### src/rtl/calc_engine_if.sv
// Token handshake and display bus between the keypad decoder (master)
// and the calculator engine (slave).
interface calc_engine_if #(
    parameter int WIDTH = 16
);
    logic             req;
    logic [3:0]       key_num;
    logic [2:0]       key_op;
    logic             ack;
    logic             busy;
    logic [WIDTH-1:0] display_val;
    logic [WIDTH-1:0] remainder;
    logic [2:0]       cur_op;
    logic             neg;
    logic             err;

    modport master (
        output req, key_num, key_op,
        input  ack, busy, display_val, remainder, cur_op, neg, err
    );

    modport slave (
        input  req, key_num, key_op,
        output ack, busy, display_val, remainder, cur_op, neg, err
    );
endinterface

### src/rtl/calc_engine.sv
// Calculator engine: accepts digit/operator tokens over a four-phase
// req/ack handshake, keeps operands A/B and a pending operator, supports
// chained operations and divides with a multi-cycle restoring divider.
module calc_engine #(
    parameter int WIDTH      = 16,
    parameter int MAX_DIGITS = 5
) (
    input  logic         clk,
    input  logic         rst_n,
    calc_engine_if.slave bus
);
    localparam int CW = $clog2(MAX_DIGITS + 1);
    localparam int DW = $clog2(WIDTH);

    localparam logic [2:0] OP_DIGIT = 3'd0;
    localparam logic [2:0] OP_DIV   = 3'd1;
    localparam logic [2:0] OP_ENT   = 3'd2;
    localparam logic [2:0] OP_CLR   = 3'd3;
    localparam logic [2:0] OP_MUL   = 3'd4;
    localparam logic [2:0] OP_SUB   = 3'd5;
    localparam logic [2:0] OP_ADD   = 3'd6;

    typedef enum logic [1:0] {S_A, S_B, S_DIV, S_ERR} state_t;

    state_t           state;
    logic [WIDTH-1:0] a, b, display_val, remainder, div_rem, div_quo;
    logic [CW-1:0]    a_cnt, b_cnt;
    logic [DW-1:0]    div_cnt;
    logic [2:0]       cur_op, next_op;
    logic             ack, busy, neg, err, fresh, div_chain;

    assign bus.ack         = ack;
    assign bus.busy        = busy;
    assign bus.display_val = display_val;
    assign bus.remainder   = remainder;
    assign bus.cur_op      = cur_op;
    assign bus.neg         = neg;
    assign bus.err         = err;

    // Candidate operand after appending the incoming digit; a shown result restarts A from zero.
    logic [WIDTH-1:0] dig_base;
    logic [CW-1:0]    dig_cnt;
    logic [WIDTH+3:0] dig_val;
    logic             dig_ok;
    always_comb begin
        dig_base = '0;
        dig_cnt  = '0;
        if (state == S_B) begin
            dig_base = b;
            dig_cnt  = b_cnt;
        end else if (!fresh) begin
            dig_base = a;
            dig_cnt  = a_cnt;
        end
        dig_val = ({4'b0000, dig_base} * (WIDTH+4)'(10)) + {{WIDTH{1'b0}}, bus.key_num};
        dig_ok  = (bus.key_num <= 4'd9) && (dig_cnt < CW'(MAX_DIGITS))
                  && (dig_val[WIDTH+3:WIDTH] == 4'b0000);
    end

    // Single-cycle result of the pending operator; DIV only reports divide-by-zero here.
    logic [WIDTH:0]     sum;
    logic [2*WIDTH-1:0] prod;
    logic [WIDTH-1:0]   alu_res;
    logic               alu_neg, alu_err;
    always_comb begin
        sum     = {1'b0, a} + {1'b0, b};
        prod    = {{WIDTH{1'b0}}, a} * {{WIDTH{1'b0}}, b};
        alu_res = '0;
        alu_neg = 1'b0;
        alu_err = 1'b0;
        case (cur_op)
            OP_ADD: begin
                alu_res = sum[WIDTH-1:0];
                alu_err = sum[WIDTH];
            end
            OP_SUB: begin
                if (a >= b) begin
                    alu_res = a - b;
                end else begin
                    alu_res = b - a;
                    alu_neg = 1'b1;
                end
            end
            OP_MUL: begin
                alu_res = prod[WIDTH-1:0];
                alu_err = |prod[2*WIDTH-1:WIDTH];
            end
            OP_DIV:  alu_err = (b == '0);
            default: ;
        endcase
    end

    // One restoring shift-subtract step; the remainder always stays below the divisor.
    logic [WIDTH:0]   div_shift;
    logic             div_ge;
    logic [WIDTH-1:0] rem_next, quo_next;
    always_comb begin
        div_shift = {div_rem, div_quo[WIDTH-1]};
        div_ge    = div_shift >= {1'b0, b};
        rem_next  = div_ge ? (div_shift[WIDTH-1:0] - b) : div_shift[WIDTH-1:0];
        quo_next  = {div_quo[WIDTH-2:0], div_ge};
    end

    // Any operator other than ENT continues a chain instead of finishing to S_A.
    logic chain;
    assign chain = (bus.key_op != OP_ENT);

    // Main control FSM: handshake, token decode, chaining and divider sequencing.
    always_ff @(posedge clk or negedge rst_n) begin
        if (!rst_n) begin
            state       <= S_A;
            a           <= '0;
            b           <= '0;
            a_cnt       <= '0;
            b_cnt       <= '0;
            display_val <= '0;
            remainder   <= '0;
            div_rem     <= '0;
            div_quo     <= '0;
            div_cnt     <= '0;
            cur_op      <= '0;
            next_op     <= '0;
            ack         <= 1'b0;
            busy        <= 1'b0;
            neg         <= 1'b0;
            err         <= 1'b0;
            fresh       <= 1'b0;
            div_chain   <= 1'b0;
        end else begin
            if (ack && !bus.req) ack <= 1'b0;
            if (state == S_DIV) begin
                div_rem <= rem_next;
                div_quo <= quo_next;
                div_cnt <= div_cnt + DW'(1);
                if (div_cnt == DW'(WIDTH - 1)) begin
                    busy        <= 1'b0;
                    ack         <= 1'b1;
                    remainder   <= rem_next;
                    display_val <= quo_next;
                    a           <= quo_next;
                    neg         <= 1'b0;
                    if (div_chain) begin
                        cur_op <= next_op;
                        b      <= '0;
                        b_cnt  <= '0;
                        state  <= S_B;
                    end else begin
                        cur_op <= '0;
                        fresh  <= 1'b1;
                        state  <= S_A;
                    end
                end
            end else if (bus.req && !ack) begin
                ack <= 1'b1;
                if (bus.key_op == OP_CLR) begin
                    a           <= '0;
                    b           <= '0;
                    a_cnt       <= '0;
                    b_cnt       <= '0;
                    display_val <= '0;
                    remainder   <= '0;
                    cur_op      <= '0;
                    neg         <= 1'b0;
                    err         <= 1'b0;
                    fresh       <= 1'b0;
                    state       <= S_A;
                end else if (state != S_ERR) begin
                    case (bus.key_op)
                        OP_DIGIT: begin
                            if (dig_ok) begin
                                display_val <= dig_val[WIDTH-1:0];
                                if (state == S_B) begin
                                    b     <= dig_val[WIDTH-1:0];
                                    b_cnt <= dig_cnt + CW'(1);
                                end else begin
                                    a     <= dig_val[WIDTH-1:0];
                                    a_cnt <= dig_cnt + CW'(1);
                                    fresh <= 1'b0;
                                    neg   <= 1'b0;
                                end
                            end
                        end
                        OP_ENT, OP_DIV, OP_MUL, OP_SUB, OP_ADD: begin
                            if (state == S_A) begin
                                if (chain) begin
                                    if (neg) begin
                                        state       <= S_ERR;
                                        err         <= 1'b1;
                                        display_val <= '0;
                                        cur_op      <= '0;
                                    end else begin
                                        cur_op <= bus.key_op;
                                        b      <= '0;
                                        b_cnt  <= '0;
                                        fresh  <= 1'b0;
                                        state  <= S_B;
                                    end
                                end
                            end else if (chain && b_cnt == '0) begin
                                cur_op <= bus.key_op;
                            end else if (alu_err || (chain && alu_neg)) begin
                                state       <= S_ERR;
                                err         <= 1'b1;
                                display_val <= '0;
                                cur_op      <= '0;
                            end else if (cur_op == OP_DIV) begin
                                // The acknowledge is withheld until the divider finishes.
                                state     <= S_DIV;
                                busy      <= 1'b1;
                                ack       <= 1'b0;
                                div_rem   <= '0;
                                div_quo   <= a;
                                div_cnt   <= '0;
                                div_chain <= chain;
                                next_op   <= bus.key_op;
                            end else begin
                                a           <= alu_res;
                                display_val <= alu_res;
                                neg         <= alu_neg;
                                if (chain) begin
                                    cur_op <= bus.key_op;
                                    b      <= '0;
                                    b_cnt  <= '0;
                                end else begin
                                    cur_op <= '0;
                                    fresh  <= 1'b1;
                                    state  <= S_A;
                                end
                            end
                        end
                        default: ;
                    endcase
                end
            end
        end
    end
endmodule

### src/flat_wrapper.sv
// flat-port wrapper written by rule: the top's interface ports become plain ports
module calc_engine_flat 
#(
    parameter int WIDTH      = 16,
    parameter int MAX_DIGITS = 5
)
  (clk, rst_n, bus_req, bus_key_num, bus_key_op, bus_ack, bus_busy, bus_display_val, bus_remainder, bus_cur_op, bus_neg, bus_err);
  calc_engine_if #(.WIDTH(WIDTH)) bus_i ();
  input  logic clk;
  input  logic rst_n;
  input wire logic [$bits(bus_i.req)-1:0] bus_req;
  input wire logic [$bits(bus_i.key_num)-1:0] bus_key_num;
  input wire logic [$bits(bus_i.key_op)-1:0] bus_key_op;
  output wire logic [$bits(bus_i.ack)-1:0] bus_ack;
  output wire logic [$bits(bus_i.busy)-1:0] bus_busy;
  output wire logic [$bits(bus_i.display_val)-1:0] bus_display_val;
  output wire logic [$bits(bus_i.remainder)-1:0] bus_remainder;
  output wire logic [$bits(bus_i.cur_op)-1:0] bus_cur_op;
  output wire logic [$bits(bus_i.neg)-1:0] bus_neg;
  output wire logic [$bits(bus_i.err)-1:0] bus_err;
  assign bus_i.req = bus_req;
  assign bus_i.key_num = bus_key_num;
  assign bus_i.key_op = bus_key_op;
  assign bus_ack = bus_i.ack;
  assign bus_busy = bus_i.busy;
  assign bus_display_val = bus_i.display_val;
  assign bus_remainder = bus_i.remainder;
  assign bus_cur_op = bus_i.cur_op;
  assign bus_neg = bus_i.neg;
  assign bus_err = bus_i.err;
  calc_engine #(.WIDTH(WIDTH), .MAX_DIGITS(MAX_DIGITS)) u_core (.clk(clk), .rst_n(rst_n), .bus(bus_i));
endmodule
### config.mk
export PLATFORM = sky130hd
export DESIGN_NAME = calc_engine_flat
export DESIGN_NICKNAME = d
export VERILOG_FILES = /design/src/rtl/calc_engine_if.sv /design/src/rtl/calc_engine.sv /design/src/flat_wrapper.sv
export SDC_FILE = /design/constraint.sdc
export NUM_CORES = 1
export LEC_CHECK = 0
export ABC_AREA = 1
export CAP_MARGIN = 20
export CORE_ASPECT_RATIO = 1.25
export CORE_MARGIN = 2
export CORE_UTILIZATION = 35
export CTS_CLUSTER_DIAMETER = 40
export DETAILED_ROUTE_END_ITERATION = 10
export SYNTH_ARGS = -nofsm -noshare
export SYNTH_HDL_FRONTEND = slang
export SYNTH_SLANG_ARGS = --single-unit
export TNS_END_PERCENT = 1
### constraint.sdc
create_clock -name clk -period 6.5 [get_ports clk]
set_input_delay 1.3 -clock clk [delete_from_list [all_inputs] [get_ports clk]]
set_output_delay 1.3 -clock clk [all_outputs]
set_load 0.03 [all_outputs]
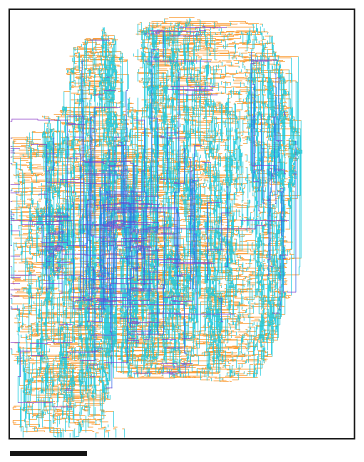
*Routed metal, one color a layer, run 1*
The bar under the picture is 50 um long.
layer	color	wire length
met4	blue	4750 um
met2	cyan	34.1 mm
met1	orange	28.1 mm
met3	purple	2990 um
Routed WL: 69900 um
routed vias: 20184

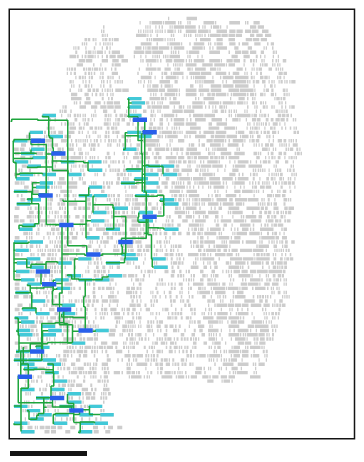
*Clock network drawn from the DEF, run 1*
The bar under the picture is 50 um long.
[flip-flops] cyan | count: 120
[cells driving clock nets] blue | count: 17
[clock wires] green | length: 2060 um
routed clock nets	18
Clock Skew: 8.76 ps
Late-Pin Clk Latency: 440 ps
clk pwr: 1140 uW

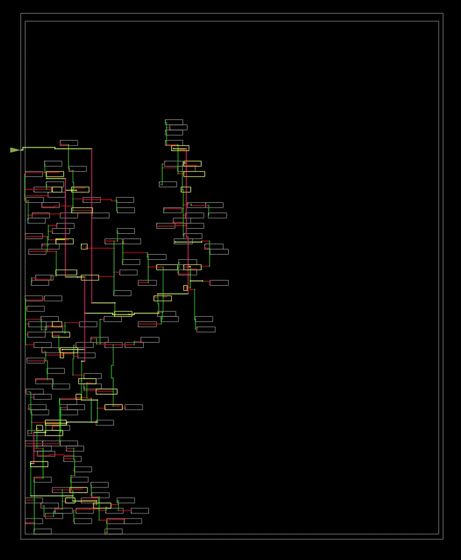
*Clock routing, run 1*
clk sink count: 120
Num CTS Buffers: 17
CLK BUF: 21
sequential cells: 120

==> impl_metrics.ini, run 1 <==
; yosys + openroad results
[power]
p_seq_uw = 1250
p_int_uw = 4370
switching_share_pct = 56.7
powerDensity_nw_per_um2 = 408
switchingPower_uw = 5720
power_uw = 10100
largestPowerGroup = combinational logic
leakagePower_uw = 0.0136
combPwrFrac_pct = 76.4
p_comb_uw = 7700
p_seq_share_pct = 12.3
pwr-share-clk_pct = 11.3
peakVddDrop_mv = 0.634

[sta]
period_used_pct = 101
post-route-min-period_ps = 6540
slew_headroom_pct = 26.8
tightest_slew_ps = 1100
timing.fmax_ghz = 0.153
rsz0062_at_grt = true
maxSlewViolCount = 0
hold_viol = 0
holdWs_ps = 472
setup_viol = 19
setup_ws_ps = -43.6

[cts]
postCtsSetupBuffers = 17
tritoncts = yes
post_cts_resized = 87
ctsHoldBuffers = 0
htree_levels = 4
cts_root_buffer = clkbuf_16
clk_pin_slew_ps = 60
max-clock-path-buffers = 2

[synthesis]
yosysCellCount = 3087
postSynthAreaPerCell_um2 = 6.72
compound_area_share_pct = 8.66
synthesis.nets = 3502
mux_share_pct = 0.0483
yosys_warnings = 0
ys_sh_xor_pct = 2.06
synth_cell_types = 55
simple_gate_share_pct = 29.2
synthTopCellsByArea = fa_1 (19%), nand2_1 (17%), dfrtp_1 (14%)
synth_cells = 3087
synth_seq_share_pct = 14.5
ys_ff = 120
synthArstFlopShare_pct = 100
flop_cell = dfrtp_1
netlist.area_leader.share_pct = 19.3
top_cells_by_count = nand2_1 (960), inv_1 (622), ha_1 (205)
edf_count = 0
syn_area_um2 = 20700
ys_top_logic_family = adder cells
yosysTopAreaCell = fa_1

[setup_path]
required_ps = 6830
cpPeakStageDelay_ps = 570
cp_slowest_cell = fa_1
end_kind = flop
crit_family = adder cells
crit_path_start_kind = flop
path_common_cell = nand2_1
r2r-start = u_core.a[5]
cp-endpoint = u_core.a[0]
rr_worst_depth = 35
timing.rr.end = u_core.a[0]
startpoint = u_core.a[5]
worstPathMaxFanout = 8
worst-path-stages = 35
crit_arrival_ps = 6870
cp_num_buf_inv = 7
critPathKind = flop to flop

[die]
initial_core_util_pct = 35.5
num_rows = 99
num_tap_cells = 757
die_x_um = 222
io_pins = 49
dieHeight_um = 276
die_area_um2 = 61200
coreArea_um2 = 58500

[worst_hold_path]
holdPathEnd = u_core.div_quo[3]
hold_depth = 2
hold_path.class = flop to flop
hold_path.startpoint = u_core.div_quo[3]

[global_route]
first_global_vias = 20249
grt_remaining_overflow = 0
grtUsageTotal_pct = 22.8
grtUsageMet3_pct = 2.51
grt_util_met1_pct = 26.2
antenna_found_initial = 0
top_usage_layer = met2
grt_max_degree = 64
grt_pass1_wl_um = 110000

[routing]
wire_per_inst_um = 17.3
drc = 0
first_pass_iters = 8
wl_met3_um = 2990
drt_iter0_drc = 1275
top_layer_used = met4
viasPerCell = 4.99
dr_wl_met2_um = 34100
met1Wirelength_um = 28100

[final_layout]
final_layout_top_logic_cells = nand2_1 (925), inv_1 (615), buf_4 (217), fa_1 (192), ha_1 (190)
finalNonFillerCells = 4044
mostFrequentLayoutCell = nand2_1
comb_cells = 2223
n_antenna_cell = 0
finalInstanceArea_um2 = 24700
final_nets = 3689
drive_gt1_share_pct = 13.1
comb_area_share_pct = 62.1
synthToLayoutAreaGrowth_pct = 19.1
inverters = 634
fillers = 6099
largest_class = combinational gates
bufAreaShareNonClock_pct = 9.38
clk_share_pct = 2.82

[outcome]
violations = negative setup slack
status = finished, violations left

[placement]
post_dp_cell_area_um2 = 23300
gp_congestion = 1.02
placed_cells = 3985
dp_hpwl_um = 58100
portBuffers = 48
post-place-ws_ps = -560

[flow_run]
tool_warnings = 62
drv_cap = 0
==> run 2: changes to the inputs <==
- CORE_MARGIN: 2 -> default
- CORE_UTILIZATION: 35 -> 40
- SLEW_MARGIN: default -> 40
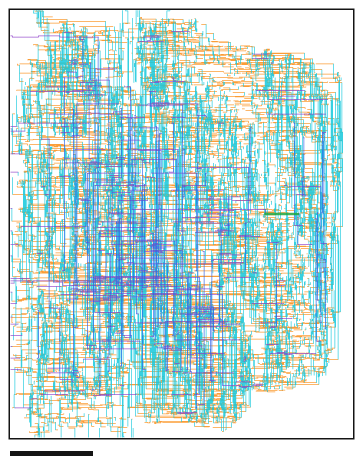
*Routed metal, one color a layer, run 2*
The bar under the picture is 50 um long.
layer	color	wire length
met1	orange	29.6 mm
met2	cyan	36.2 mm
met5	green	19.3 um
met4	blue	5080 um
met3	purple	3760 um
all-layer global routing usage: 29.2%
DR WL/cell: 18.9 um
routed vias: 20470

==> run 2 against run 1 <==
  * The flow still finishes with violations (negative setup slack)
  * Clock skew is 6.4 ps higher
  * Total power up 1.5%
  * First-iteration DRC count rose by 4.1%
  * Register-to-register slack improved by 20 ps
  * Cell count down 2.2%
  * Sequential power about the same
  * Flip-flop count unchanged
  * Synthesized area stayed put
  * Critical path depth is 3 lower
  * Wire length up 6.8%
  * Setup slack improved by 21 ps
==> impl_metrics.ini, run 2 <==
; yosys + openroad results
[final_layout]
n_antenna_cell = 0
comb_cells = 2223
comb_area_share_pct = 62.2
bufAreaShareNonClock_pct = 10.1
finalNonFillerCells = 3955
drive_gt1_share_pct = 13.0
synthToLayoutAreaGrowth_pct = 19.1
fillers = 5156
clock_buffers = 19
largest_class = combinational gates
final_nets = 3699
mostFrequentLayoutCell = nand2_1
clk_share_pct = 2.51

[flow_run]
drv_cap = 0

[routing]
met1Wirelength_um = 29600
wl_met3_um = 3760
dr_wl_met2_um = 36200
viasPerCell = 5.18
top_layer_used = met5
first_pass_iters = 6
routed_wl_um = 74700
drc = 0
drt_iter0_drc = 1327

[sta]
rsz0062_at_grt = true
setup_ws_ps = -22.4
finClkSkew_ps = 15.2
period_used_pct = 100
setup_tns_ps = -66.4
post-route-min-period_ps = 6520
hold_viol = 0
setup_viol = 8
maxSlewViolCount = 0

[placement]
post-place-ws_ps = -436
placed_cells = 3891
dp_hpwl_um = 61800
post_dp_cell_area_um2 = 23300
portBuffers = 48
gp_congestion = 1.00

[global_route]
antenna_found_initial = 2
grt_remaining_overflow = 0
grt_pass1_wl_um = 118000
grt_util_met1_pct = 33.9
grt_max_degree = 63
grtUsageMet3_pct = 4.26
first_global_vias = 21207

[die]
dieHeight_um = 257
io_pins = 49
num_rows = 92
die_x_um = 206
num_tap_cells = 658
die_area_um2 = 52800
initial_core_util_pct = 40.9

[setup_path]
worstPathMaxFanout = 19
cp-endpoint = u_core.b[1]
end_kind = flop
cp_slowest_cell = dfrtp_2
critPathKind = flop to flop
startpoint = u_core.a[5]
rr_worst_depth = 32
crit_family = adder cells
r2r-start = u_core.a[5]
crit_path_start_kind = flop
crit_arrival_ps = 6890
cpPeakStageDelay_ps = 550

[cts]
cts_root_buffer = clkbuf_16
ctsHoldBuffers = 0
postCtsSetupBuffers = 28
max-clock-path-buffers = 2
htree_levels = 4
clk_latency_ps = 450
cts-buffers-inserted = 17

[power]
p_seq_uw = 1260
powerDensity_nw_per_um2 = 414
power_uw = 10200
switchingPower_uw = 5920
switching_share_pct = 57.8
pwr-share-clk_pct = 9.9
combPwrFrac_pct = 77.7
p_int_uw = 4310
p_comb_uw = 7950
p_seq_share_pct = 12.3
largestPowerGroup = combinational logic
leakagePower_uw = 0.0136
peakVddDrop_mv = 0.482

[synthesis]
synth_seq_share_pct = 14.5
mux_share_pct = 0.0483
yosysCellCount = 3087
top_cells_by_count = nand2_1 (960), inv_1 (622), ha_1 (205)
synth_cell_types = 55
ys_top_logic_family = adder cells
syn_area_um2 = 20700
yosysTopAreaCell = fa_1
synth_cells = 3087
synthTopCellsByArea = fa_1 (19%), nand2_1 (17%), dfrtp_1 (14%)
flop_cell = dfrtp_1
ys_ff = 120
synthesis.nets = 3502
netlist.area_leader.share_pct = 19.3
ys_sh_xor_pct = 2.06
postSynthAreaPerCell_um2 = 6.72
synthArstFlopShare_pct = 100
compound_area_share_pct = 8.66

[outcome]
status = finished, violations left
violations = negative setup slack

[worst_hold_path]
holdPathEnd = u_core.div_quo[1]
hold_path.class = flop to flop
hold_path.startpoint = u_core.div_quo[1]
==> run 3: changes to the inputs <==
- GPL_TIMING_DRIVEN: default -> 0
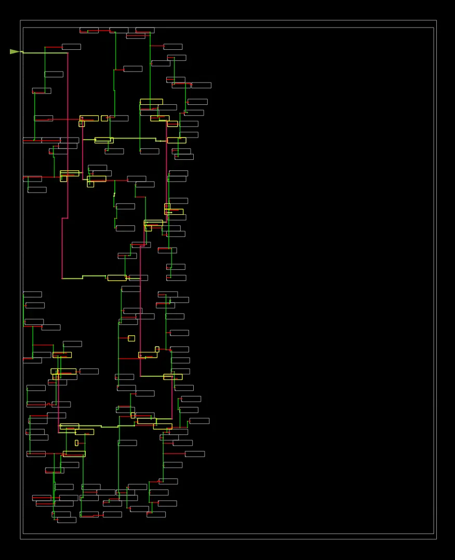
*Clock routing, run 3*
CLK BUF: 19
clk pwr: 963 uW
Clock Skew: 11.7 ps

==> run 3 against run 2 <==
  * The flow still finishes with violations (negative setup slack)
  * Critical path depth up 2
  * Setup slack worse by 210 ps
  * Critical endpoint is now u_core.div_quo[14]
  * Core utilization down 0.64 points
  * Largest power group unchanged
  * Design area down 1.3%
==> impl_metrics.ini, run 3 <==
; yosys + openroad results
[sta]
setup_ws_ps = -233
maxSlewViolCount = 0
setup_tns_ps = -17630
setup_viol = 98
period_used_pct = 104
post-route-min-period_ps = 6730
hold_viol = 0

[setup_path]
crit_family = adder cells
cp-endpoint = u_core.div_quo[14]
r2r-start = u_core.b[5]
startpoint = u_core.b[5]
critPathKind = flop to flop
crit_path_start_kind = flop
crit_arrival_ps = 7110
cpPeakStageDelay_ps = 580
end_kind = flop

[cts]
htree_levels = 4
max-clock-path-buffers = 2
cts_root_buffer = clkbuf_16
postCtsSetupBuffers = 40

[synthesis]
synthArstFlopShare_pct = 100
yosysTopAreaCell = fa_1
synthesis.nets = 3502
ys_top_logic_family = adder cells
yosysCellCount = 3087
mux_share_pct = 0.0483
ys_sh_xor_pct = 2.06
synth_cells = 3087
syn_area_um2 = 20700
flop_cell = dfrtp_1
netlist.area_leader.share_pct = 19.3
synth_cell_types = 55
ys_ff = 120
top_cells_by_count = nand2_1 (960), inv_1 (622), ha_1 (205)
compound_area_share_pct = 8.66

[routing]
viasPerCell = 5.25
top_layer_used = met5
routed_wl_um = 76900
dr_wl_met2_um = 38500
met1Wirelength_um = 29300
drt_iter0_drc = 1260
wl_met3_um = 3270

[outcome]
status = finished, violations left
violations = negative setup slack

[final_layout]
comb_cells = 2221
synthToLayoutAreaGrowth_pct = 17.5
bufAreaShareNonClock_pct = 9.06
finalNonFillerCells = 3885
final_nets = 3629
clk_share_pct = 2.41
drive_gt1_share_pct = 10.5
mostFrequentLayoutCell = nand2_1
comb_area_share_pct = 63.0

[die]
num_tap_cells = 658
dieHeight_um = 257
initial_core_util_pct = 40.9
io_pins = 49
die_area_um2 = 52800

[placement]
dp_hpwl_um = 62800
portBuffers = 48
post-place-ws_ps = -2220

[power]
p_int_uw = 4240
power_uw = 10300
p_comb_uw = 8210
p_seq_share_pct = 11.2
powerDensity_nw_per_um2 = 424
switching_share_pct = 59.0
pwr-share-clk_pct = 9.3
largestPowerGroup = combinational logic

[global_route]
antenna_found_initial = 1
grt_remaining_overflow = 0
grt_max_degree = 73
grt_pass1_wl_um = 118000
first_global_vias = 21123
grtUsageTotal_pct = 29.7
grtUsageMet3_pct = 2.67

[worst_hold_path]
hold_path.class = flop to flop
hold_path.startpoint = u_core.div_quo[6]

[flow_run]
drv_cap = 0
Power and IR drop assume default switching activity.
